**Run 1: a small window of the routed layout**

Bar = 5 um. Window x 66 to 86, y 66 to 86 um. Cells in grey, sequential cells in the stronger grey; small squares are vias.
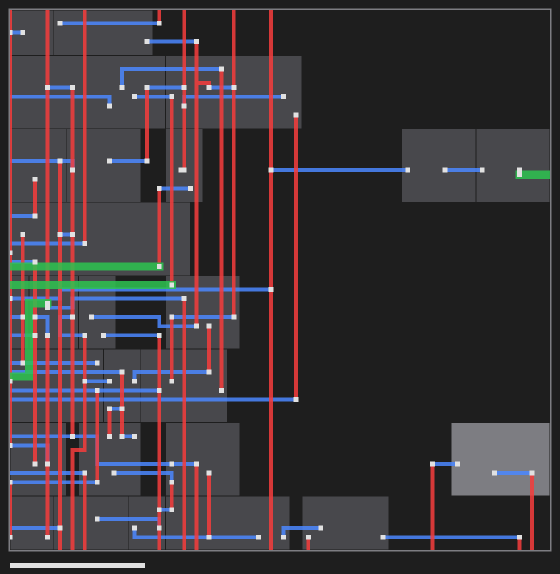
**Run 1: wiring by layer**

Bar = 20 um. Two of the layers only.
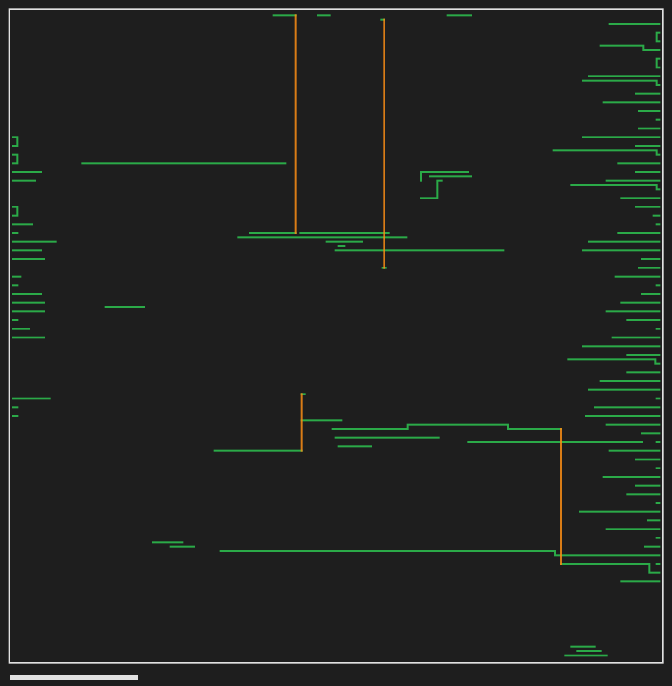
**Run 1: wire density map**

The die is cut into 20 by 20 equal tiles; white is low, dark blue is high, scaled to the fullest tile. Values are wire area over tile area, all layers added.
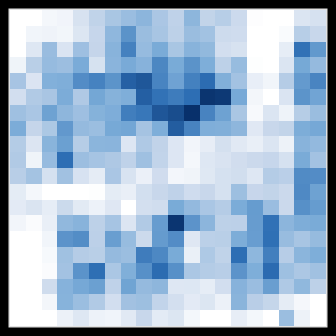
**Run 1: routing congestion**

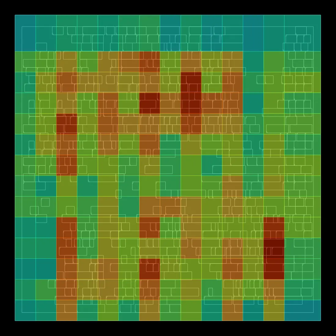
File: config.mk
export PLATFORM = sky130hd
export DESIGN_NAME = bsg_cam_1r1w_arb
export DESIGN_NICKNAME = d
export VERILOG_FILES = /design/src/rtl/bsg_cam_1r1w_arb.sv
export SDC_FILE = /design/constraint.sdc
export NUM_CORES = 1
export LEC_CHECK = 0
export CAP_MARGIN = 20
export CORE_MARGIN = 2
export CORE_UTILIZATION = 32
export CTS_CLUSTER_DIAMETER = 200
export CTS_CLUSTER_SIZE = 16
export DETAILED_ROUTE_END_ITERATION = 8
export PLACE_DENSITY = 0.7
export SKIP_LAST_GASP = 1
export SYNTH_ARGS = -nofsm -noshare
export SYNTH_HDL_FRONTEND = slang
export SYNTH_SLANG_ARGS = --single-unit
export TNS_END_PERCENT = 50
File: constraint.sdc
create_clock -name clk -period 3.64 [get_ports clk]
set_clock_uncertainty 0.1 [all_clocks]
set_input_delay 0.728 -clock clk [delete_from_list [all_inputs] [get_ports clk]]
set_output_delay 0.728 -clock clk [all_outputs]
set_load 0.1 [all_outputs]
File: src/rtl/bsg_cam_1r1w_arb.sv
// bsg_cam_1r1w_arb
// Front-end sequencer for a single bsg_cam_1r1w_sync: round-robin sharing of
// the CAM read port among num_req_p requesters, write/nuke sequencing with
// read-after-write tag hazard blocking, a two-cycle read quiet period after a
// nuke, one-hot response routing and saturating lookup/hit counters.
module bsg_cam_1r1w_arb #(
    parameter int num_req_p    = 4,
    parameter int tag_width_p  = 8,
    parameter int data_width_p = 16,
    parameter int ctr_width_p  = 16
) (
    input  logic                             clk,
    input  logic                             reset,
    input  logic [num_req_p-1:0]             rd_v_i,
    input  logic [num_req_p*tag_width_p-1:0] rd_tag_i,
    output logic [num_req_p-1:0]             rd_ready_o,
    output logic [num_req_p-1:0]             resp_v_o,
    output logic                             resp_hit_o,
    output logic [data_width_p-1:0]          resp_data_o,
    input  logic                             wr_v_i,
    input  logic                             wr_nuke_i,
    input  logic [tag_width_p-1:0]           wr_tag_i,
    input  logic [data_width_p-1:0]          wr_data_i,
    output logic                             wr_ready_o,
    output logic                             cam_w_v_o,
    output logic                             cam_w_nuke_o,
    output logic [tag_width_p-1:0]           cam_w_tag_o,
    output logic [data_width_p-1:0]          cam_w_data_o,
    output logic                             cam_r_v_o,
    output logic [tag_width_p-1:0]           cam_r_tag_o,
    input  logic [data_width_p-1:0]          cam_r_data_i,
    input  logic                             cam_r_v_i,
    input  logic                             clear_ctrs_i,
    output logic [ctr_width_p-1:0]           lookups_o,
    output logic [ctr_width_p-1:0]           hits_o
);

    localparam int ptr_w_lp = (num_req_p > 1) ? $clog2(num_req_p) : 1;

    typedef enum logic [1:0] {
        RUN    = 2'd0,
        NUKE   = 2'd1,
        SETTLE = 2'd2
    } state_e;

    state_e                  r_state;
    logic [ptr_w_lp-1:0]     r_ptr;
    logic [num_req_p-1:0]    r_resp_v;
    logic [ctr_width_p-1:0]  r_lookups;
    logic [ctr_width_p-1:0]  r_hits;

    logic                    w_run;
    logic                    w_found;
    logic [ptr_w_lp-1:0]     w_win;
    logic [tag_width_p-1:0]  w_win_tag;
    logic                    w_hazard;
    logic                    w_grant;
    logic [num_req_p-1:0]    w_grant_oh;
    logic                    w_wr_acc;
    logic                    w_resp_any;

    // Readers and writer are only serviced in RUN and never while reset is held.
    assign w_run = (r_state == RUN) && reset;

    // Round-robin search: first valid requester at or above the pointer, with wrap.
    always_comb begin
        w_found = 1'b0;
        w_win   = '0;
        for (int k = 0; k < num_req_p; k++) begin
            int idx;
            idx = int'(r_ptr) + k;
            idx = (idx >= num_req_p) ? (idx - num_req_p) : idx;
            if (!w_found && rd_v_i[idx]) begin
                w_found = 1'b1;
                w_win   = idx[ptr_w_lp-1:0];
            end else begin
                w_found = w_found;
            end
        end
    end

    assign w_win_tag  = rd_tag_i[w_win*tag_width_p +: tag_width_p];

    // A read is held off while a nuke is pending or the writer targets the same tag.
    assign w_hazard   = wr_v_i && (wr_nuke_i || (wr_tag_i == w_win_tag));
    assign w_grant    = w_run && w_found && !w_hazard;
    assign w_grant_oh = w_grant ? ({{(num_req_p-1){1'b0}}, 1'b1} << w_win) : '0;
    assign w_wr_acc   = w_run && wr_v_i;

    assign rd_ready_o   = w_grant_oh;
    assign cam_r_v_o    = w_grant;
    assign cam_r_tag_o  = w_grant ? w_win_tag : '0;
    assign wr_ready_o   = w_run;
    assign cam_w_v_o    = w_wr_acc;
    assign cam_w_nuke_o = w_wr_acc && wr_nuke_i;
    assign cam_w_tag_o  = wr_tag_i;
    assign cam_w_data_o = wr_data_i;

    // CAM read data arrives the cycle after the grant; route it to the registered index.
    assign w_resp_any  = |r_resp_v;
    assign resp_v_o    = r_resp_v;
    assign resp_hit_o  = w_resp_any && cam_r_v_i;
    assign resp_data_o = w_resp_any ? cam_r_data_i : '0;

    assign lookups_o = r_lookups;
    assign hits_o    = r_hits;

    // Sequencer: an accepted nuke blocks both ports for NUKE and SETTLE.
    always_ff @(posedge clk or negedge reset) begin
        if (!reset) begin
            r_state <= RUN;
        end else begin
            case (r_state)
                RUN:     r_state <= (w_wr_acc && wr_nuke_i) ? NUKE : RUN;
                NUKE:    r_state <= SETTLE;
                SETTLE:  r_state <= RUN;
                default: r_state <= RUN;
            endcase
        end
    end

    // Round-robin pointer moves just past the winner on each grant.
    always_ff @(posedge clk or negedge reset) begin
        if (!reset) begin
            r_ptr <= '0;
        end else if (w_grant) begin
            r_ptr <= (w_win == ptr_w_lp'(num_req_p - 1)) ? '0 : (w_win + ptr_w_lp'(1));
        end else begin
            r_ptr <= r_ptr;
        end
    end

    // Registered grant index drives the one-hot response strobe next cycle.
    always_ff @(posedge clk or negedge reset) begin
        if (!reset) begin
            r_resp_v <= '0;
        end else begin
            r_resp_v <= w_grant_oh;
        end
    end

    // Saturating lookup counter; clear wins over increment.
    always_ff @(posedge clk or negedge reset) begin
        if (!reset) begin
            r_lookups <= '0;
        end else if (clear_ctrs_i) begin
            r_lookups <= '0;
        end else if (w_grant && (r_lookups != {ctr_width_p{1'b1}})) begin
            r_lookups <= r_lookups + ctr_width_p'(1);
        end else begin
            r_lookups <= r_lookups;
        end
    end

    // Saturating hit counter; clear wins over increment.
    always_ff @(posedge clk or negedge reset) begin
        if (!reset) begin
            r_hits <= '0;
        end else if (clear_ctrs_i) begin
            r_hits <= '0;
        end else if (resp_hit_o && (r_hits != {ctr_width_p{1'b1}})) begin
            r_hits <= r_hits + ctr_width_p'(1);
        end else begin
            r_hits <= r_hits;
        end
    end

endmodule

==> results_dict.tcl, run 1 <==
# collected from the flow reports
set metrics [dict create \
    grt_first_pass_wirelength_um 16200 \
    finalSetupViolCount 13 \
    cts-root-buf "clkbuf_8" \
    firstDrtPassIters 4 \
    drive_gt1_share_pct 33.3 \
    min_period_over_period_pct 105 \
    cts_buffer_depth 2 \
    crit_top_cell "buf_4" \
    die_x_um 102 \
    async_reset_ff_share_pct 100 \
    irDropWorstVdd_uv 269 \
    status "complete, but fails checks" \
    lay_top_count "buf_4" \
    startpoint "rd_v_i[0]" \
    grt_overflow 0 \
    violations "setup timing" \
    cts.htree.levels 2 \
    fin_ws_ns -0.183 \
    die_area_um2 10400 \
    synth_cell_types 54 \
]
Back to the opening pictures, 'a small window of the routed layout':
| colour | layer |
|---|---|
| blue | met1 |
| green | met3 |
| red | met2 |
cells with their middle in the window: 23
most frequent: buf_4 (8)
sequential cells in the window: 0

Back to the opening pictures, 'wiring by layer':
| colour | layer | wire length |
|---|---|---|
| orange | met4 | 103 um |
| green | met3 | 793 um |
Wirelength per Cell: 15.7 um
GRT Overall Usage: 19.4%

Back to the opening pictures, 'wire density map':
emptiest ninth of the die: bottom left
tiles over half the peak: 20%
mean over tiles: 0.16
via count: 3419
routed wire length: 10400 um

Back to the opening pictures, 'routing congestion':
post-layout util: 58.3%
met2 global-route usage: 34.4%
met3 Track Usage GR: 4.42%

==> run 1: cell families after synthesis <==
group	share of synthesized area (%)
multiplexers	4.86
adder cells (fa/ha/maj)	2.45
XOR/XNOR	5.44
buffers and inverters	10.5
flip-flops	32.7
AND-OR/OR-AND	15.2
AND/OR/NAND/NOR	28.9
==> run 1: stage by stage <==
stage                     hold WS (ns)  cell area [um2]  total power, uW  TNS, ns  cells
after CTS                        0.396             5310             2730    -2.76    659
after detailed placement         0.381             5000             2230   -14.89    637
final                            0.392             5390             2760    -1.94    661
after global placement           0.372             5000             2220   -13.31    637
after global routing             0.416             5390             2900    -3.92    660
after floorplan                  0.332             3220             1720    -5.95    353
==> run 1: cell usage after synthesis, types with 2 or more instances <==
cell type	n	share of area [%]
o22ai_1	2	0.41
clkbuf_1	10	1.2
o211ai_1	3	0.74
nand3_1	27	4.4
buf_4	26	6.4
xor2_1	14	4.0
nor2b_1	20	4.1
nor2_1	22	2.7
nand2b_1	3	0.61
or4_1	12	2.9
a21bo_2	2	0.65
o31a_1	2	0.57
nand2_1	16	2.0
nand4_1	9	1.8
nor2_2	2	0.41
ha_1	6	2.5
nor4_1	5	1.0
a21o_1	4	0.98
a21oi_1	18	2.9
nor3_1	5	0.82
and2_1	8	1.6
o21ai_0	5	0.82
xnor2_1	5	1.4
buf_6	4	1.5
and4_1	2	0.57
o21a_1	2	0.49
nand3b_1	3	0.74
inv_1	9	1.1
o31ai_1	16	3.9
mux2_2	3	1.1
mux2i_1	9	2.9
and3_1	16	3.3
dfrtp_1	40	33
a211oi_1	3	0.74
==> run 1: sequential cells by signal, indices dropped and copies added, names as in the netlist <==
register / cells
r_ptr: 2
lookups_o: 16
resp_v_o: 4
hits_o: 16
r_state: 2
==> run 1: routing by layer <==
metal | wire [um] | vias to the layer above
met5 | 0 | -
met4 | 102 | 0
met3 | 793 | 9
met2 | 5270 | 126
met1 | 4210 | 1659
li1 | - | 1625
==> run 1: area by class of cell <==
cell class              instances  area, um2  share of cell area (%)
diodes                          1       2.50                  0.0464
clock buffers                   5       68.8                    1.28
clock inverters                 3       46.3                   0.859
inverters                      10       37.5                   0.697
multi-input cells             262       2010                    37.3
flip-flops and latches         40       1000                    18.6
well taps                     129        161                    3.00
repair buffers                211       2060                    38.2
==> run 1: report_power, final <==
part | internal [uW] | switching [uW] | total, uW
Combinational | 738 | 1150 | 1880
Sequential | 469 | 34.3 | 503
Clock | 207 | 170 | 377
Total | 1410 | 1350 | 2760
==> run 1: repair_timing <==
item	4_1_cts	5_1_grt
buffers inserted	14	1
resized	39	13
pin swaps	16	4
endpoints found under the setup margin	28	13
endpoints found under the hold margin	0	0
==> run 1: final timing paths <==
path	cells after the start	to
max	12	cam_r_tag_o[2]
min	1	r_state[1]
max reg2reg	15	lookups_o[14]
min reg2reg	1	r_state[1]
max in group asynchronous	2	r_ptr[1]
min in group asynchronous	2	lookups_o[2]
==> inputs of run 2 (changes only) <==
Settings changed: PLACE_DENSITY 0.7 to 0.67, SETUP_SLACK_MARGIN set to 0.02.
Clock period 3.64 ns to 5 ns, I/O delays scaled along.
==> run 2 against run 1 <==
  * The flow now finishes without violations
  * Global-route usage shrank 1.8 points
  * Clock power fell by 24%
  * Sequential cell count is the same
  * Clock-buffer cell count rose by 1
  * Critical path type unchanged
==> results_dict.tcl, run 2 <==
# collected from the flow reports
set metrics [dict create \
    min_period_over_period_pct 95.9 \
    tns_ns 0 \
    wl_per_cell_um 15.3 \
    synth_cell_types 54 \
    grt_first_pass_wirelength_um 14400 \
    cts-root-buf "clkbuf_8" \
    lay_top_count "clkdlybuf4s50_1" \
    startpoint "rd_v_i[1]" \
    status "complete, no violations" \
    most_common_cell "dfrtp_1" \
    cts.htree.levels 2 \
    irDropWorstVdd_uv 202 \
    largest_area_cell "dfrtp_1" \
    async_reset_ff_share_pct 100 \
    die_x_um 102 \
    synth_top_area_share_pct 32.7 \
    post_cts_buffers 0 \
    firstDrtPassIters 4 \
    placed_area_um2 4690 \
    finalSetupViolCount 0 \
    grt_overflow 0 \
    die_area_um2 10400 \
]
==> run 2: logic make-up (layout without fill, tap and decap cells) <==
| family | count (synthesis) | after routing | synth area share [%] |
|---|---|---|---|
| simple gates | 156 | 156 | 28.9 |
| xor+xnor | 19 | 19 | 5.44 |
| flops | 40 | 40 | 32.7 |
| compound gates | 67 | 67 | 15.2 |
| mux | 14 | 14 | 4.86 |
| fa+ha+maj | 6 | 6 | 2.45 |
| buf+inv | 51 | 181 | 10.5 |
==> run 2: layout make-up <==
| class | instances | area (um2) | share of cell area (%) |
|---|---|---|---|
| multi-input combinational | 262 | 1840 | 37.9 |
| timing repair buffer | 163 | 1690 | 34.8 |
| sequential | 40 | 1000 | 20.7 |
| tap | 129 | 161 | 3.33 |
| clock buffer | 6 | 82.6 | 1.70 |
| clock inverter | 2 | 38.8 | 0.800 |
| inverter | 10 | 37.5 | 0.774 |
==> run 2: per-stage QoR <==
stage / hold slack [ns] / setup slack, ns / cells / util [%]
floorplan: 0.360 / 0.0163 / 353 / -
global placement: 0.373 / 0.116 / 603 / 50.4
detailed placement: 0.377 / 0.0944 / 604 / 50.7
CTS: 0.392 / 0.0712 / 612 / 52.1
global route: 0.417 / 0.0790 / 612 / 52.5
finish: 0.391 / 0.204 / 612 / 52.5
==> run 2: metal layers <==
metal / vias to the layer above / track usage, % / part of all wire [%]
li1: 1520 / - / -
met1: 1488 / 22.4 / 41
met2: 143 / 30.1 / 48
met3: 9 / 4.14 / 8.8
met4: 0 / 3.95 / 1.4
met5: - / 0 / 0
==> run 2: worst paths after layout <==
| kind | end | cells after the start |
|---|---|---|
| worst max-delay path | cam_r_tag_o[7] | 13 |
| worst min-delay path | r_state[1] | 1 |
| worst max register to register | lookups_o[14] | 12 |
| worst min register to register | r_state[1] | 1 |
| max in group asynchronous | resp_v_o[1] | 2 |
| min in group asynchronous | lookups_o[15] | 2 |
==> run 2: power by group <==
part	leakage [uW]	switching [uW]	internal [uW]
logic	0.00144	759	378
registers	0.000551	22.2	340
clock network	0.0000614	123	163
total	0.00205	904	881
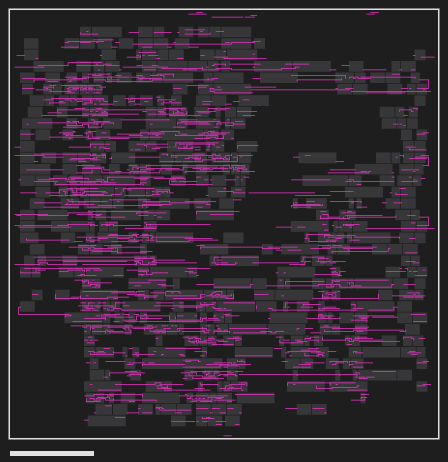
**Above:** run 2 (M1 wires).
Bar = 20 um.
main direction: horizontal
longest straight run: 28.1 um
share of all routed wire: 41%
nets with wire on the layer: 461
wire length on this layer: 3890 um
routed wire length: 9390 um
met1 Usage GRT: 22.4%
via count: 3160

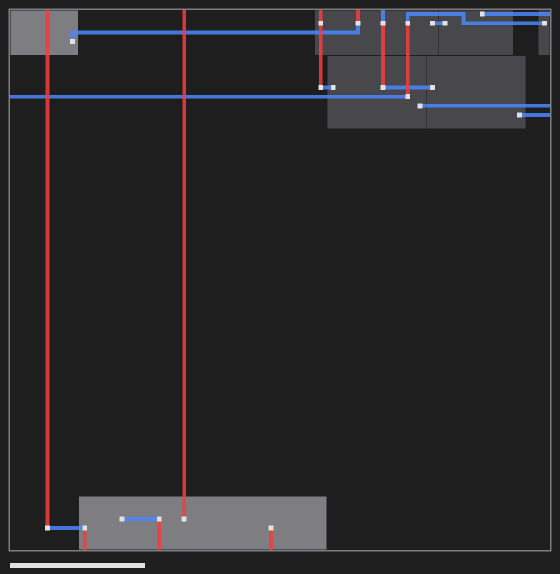
**Above:** run 2 (a small window of the routed layout).
Bar = 5 um. Window x 66 to 86, y 66 to 86 um. Cells in grey, sequential cells in the stronger grey; small squares are vias.
| colour | layer |
|---|---|
| red | met2 |
| blue | met1 |
sequential cells in the window: 1
cells with their middle in the window: 5
netlist names of flops here include: hits_o (1)
most frequent: clkdlybuf4s50_1 (2)

==> inputs of run 3 (changes only) <==
Settings changed: GPL_ROUTABILITY_DRIVEN set to 0.
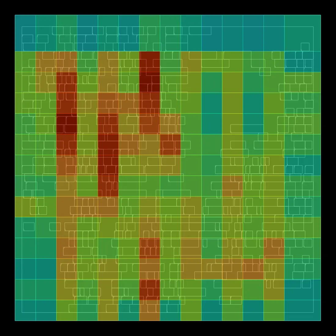
**Above:** run 3 (routing congestion).
met3 Track Usage GR: 4.00%
Wirelength per Cell: 15.2 um

==> run 3 against run 2 <==
  * Die area unchanged
  * Maximum frequency up 0.55%
  * Register-to-register slack about the same
  * Non-clock buffer count up 1
  * Critical endpoint unchanged
  * Highest routed layer unchanged
==> results_dict.tcl, run 3 <==
# collected from the flow reports
set metrics [dict create \
    drive_gt1_share_pct 20.5 \
    ys_seq_share_pct 32.7 \
    irDropWorstVdd_uv 205 \
    min_path_cells 1 \
    hold_buffers 0 \
    yosys-stat-area_um2 3060 \
    antenna_violating_nets_post_route 0 \
    slew_headroom_pct 31.7 \
    reg2reg_depth 13 \
    cts.sinks 40 \
    cts_tree "built" \
    enable_flop_cells 0 \
    cts.htree.levels 2 \
    worstHoldEndpoint "r_state[1]" \
    finalSetupViolCount 0 \
    fp_util_pct 33.1 \
    status "complete, no violations" \
    grt_overflow 0 \
    r2r-end "lookups_o[0]" \
    die_x_um 102 \
    firstDrtPassIters 4 \
    drc 0 \
    synth_cell_types 54 \
    most_common_cell "dfrtp_1" \
    finalHoldWorstSlack_ns 0.393 \
    die_area_um2 10400 \
    grt_first_pass_wirelength_um 14400 \
    lay_top_count "clkdlybuf4s50_1" \
    synth_top_area_share_pct 32.7 \
    min_period_over_period_pct 95.4 \
    async_reset_ff_share_pct 100 \
    tns_ns 0 \
    cts-root-buf "clkbuf_8" \
    io-pin-count 175 \
    clk_latency_ns 0.29 \
    largest_area_cell "dfrtp_1" \
    lay_top_cells "clkdlybuf4s50_1 (97), buf_4 (47), dfrtp_1 (40)" \
    maxSlewViolCount 0 \
    critPathRequiredTime_ns 3.90 \
]
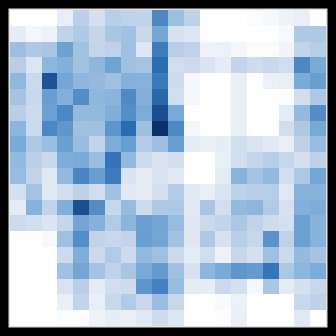
**Above:** run 3 (wire density map).
The die is cut into 20 by 20 equal tiles; white is low, dark blue is high, scaled to the fullest tile. Values are wire area over tile area, all layers added.
nearly empty tiles: 16%
mean over tiles: 0.15
densest ninth of the die: left middle
routed wire length: 9310 um
via count: 3126
GRT Overall Usage: 17.5%

run 3: worst max-delay path by stage:
stage                         start              to  slack, ns  cells after the start
final                     rd_v_i[1]  cam_r_tag_o[7]       0.23                     13
after global routing      rd_v_i[1]  cam_r_tag_o[7]      0.007                     13
after CTS                 rd_v_i[0]   rd_ready_o[1]       0.06                     14
after detailed placement  rd_v_i[0]   rd_ready_o[1]       0.06                     14
after global placement    rd_v_i[0]   rd_ready_o[1]       0.12                     13
after floorplan           rd_v_i[0]   rd_ready_o[2]       0.02                     11
run 3: metrics by stage:
stage | setup WS [ns] | total power (uW) | util (%) | instance area (um2) | cells
floorplan | 0.0163 | 1210 | - | 3120 | 353
global placement | 0.124 | 1490 | 50.4 | 4650 | 602
detailed placement | 0.0571 | 1500 | 50.7 | 4680 | 603
CTS | 0.0593 | 1790 | 52.0 | 4800 | 611
global route | 0.00731 | 1880 | 52.4 | 4840 | 613
finish | 0.230 | 1790 | 52.4 | 4840 | 613
run 3: cell families after synthesis:
group           after synthesis  synth area share (%)
simple gates                156                  28.9
compound gates               67                  15.2
buf+inv                      51                  10.5
flops                        40                  32.7
xor+xnor                     19                  5.44
mux                          14                  4.86
fa+ha+maj                     6                  2.45
run 3: worst max-delay path: stages:
cell	delay, ns
clkdlybuf4s50_1	0.50
a21oi_1	0.15
o21a_1	0.12
o22a_1	0.20
inv_1	0.09
buf_4	0.19
a211oi_2	0.21
o21ai_0	0.11
and4b_1	0.18
and4_4	0.15
buf_4	0.16
a2111oi_4	0.38
buf_12	0.22
run 3: routing by layer:
metal | global-route usage [%] | up-vias | share of wire, %
met5 | 0 | - | 0
met4 | 5.09 | 0 | 2.1
met3 | 4.00 | 14 | 8.9
met2 | 29.8 | 150 | 48
met1 | 22.2 | 1435 | 41
li1 | - | 1527 | -
run 3: cell type report:
cell class / instances / area (um2)
multi-input cells: 262 / 1830
repair buffers: 164 / 1690
fillers: 850 / 4400
inverters: 10 / 37.5
clock inverters: 2 / 38.8
well taps: 129 / 161
flip-flops and latches: 40 / 1000
clock buffers: 6 / 82.6
run 3: what timing repair did:
item | CTS | global route
gates resized | 0 | 8
buffers inserted | 0 | 2
setup endpoints to repair | 0 | 11
run 3: power breakdown:
| group | leakage (uW) | switching [uW] | internal, uW |
|---|---|---|---|
| clock network | 0.0000614 | 120 | 163 |
| logic | 0.00144 | 762 | 379 |
| registers | 0.000551 | 22.2 | 340 |
| total | 0.00205 | 904 | 883 |
Power figures rest on the tool's default switching activity, not on a simulated workload.
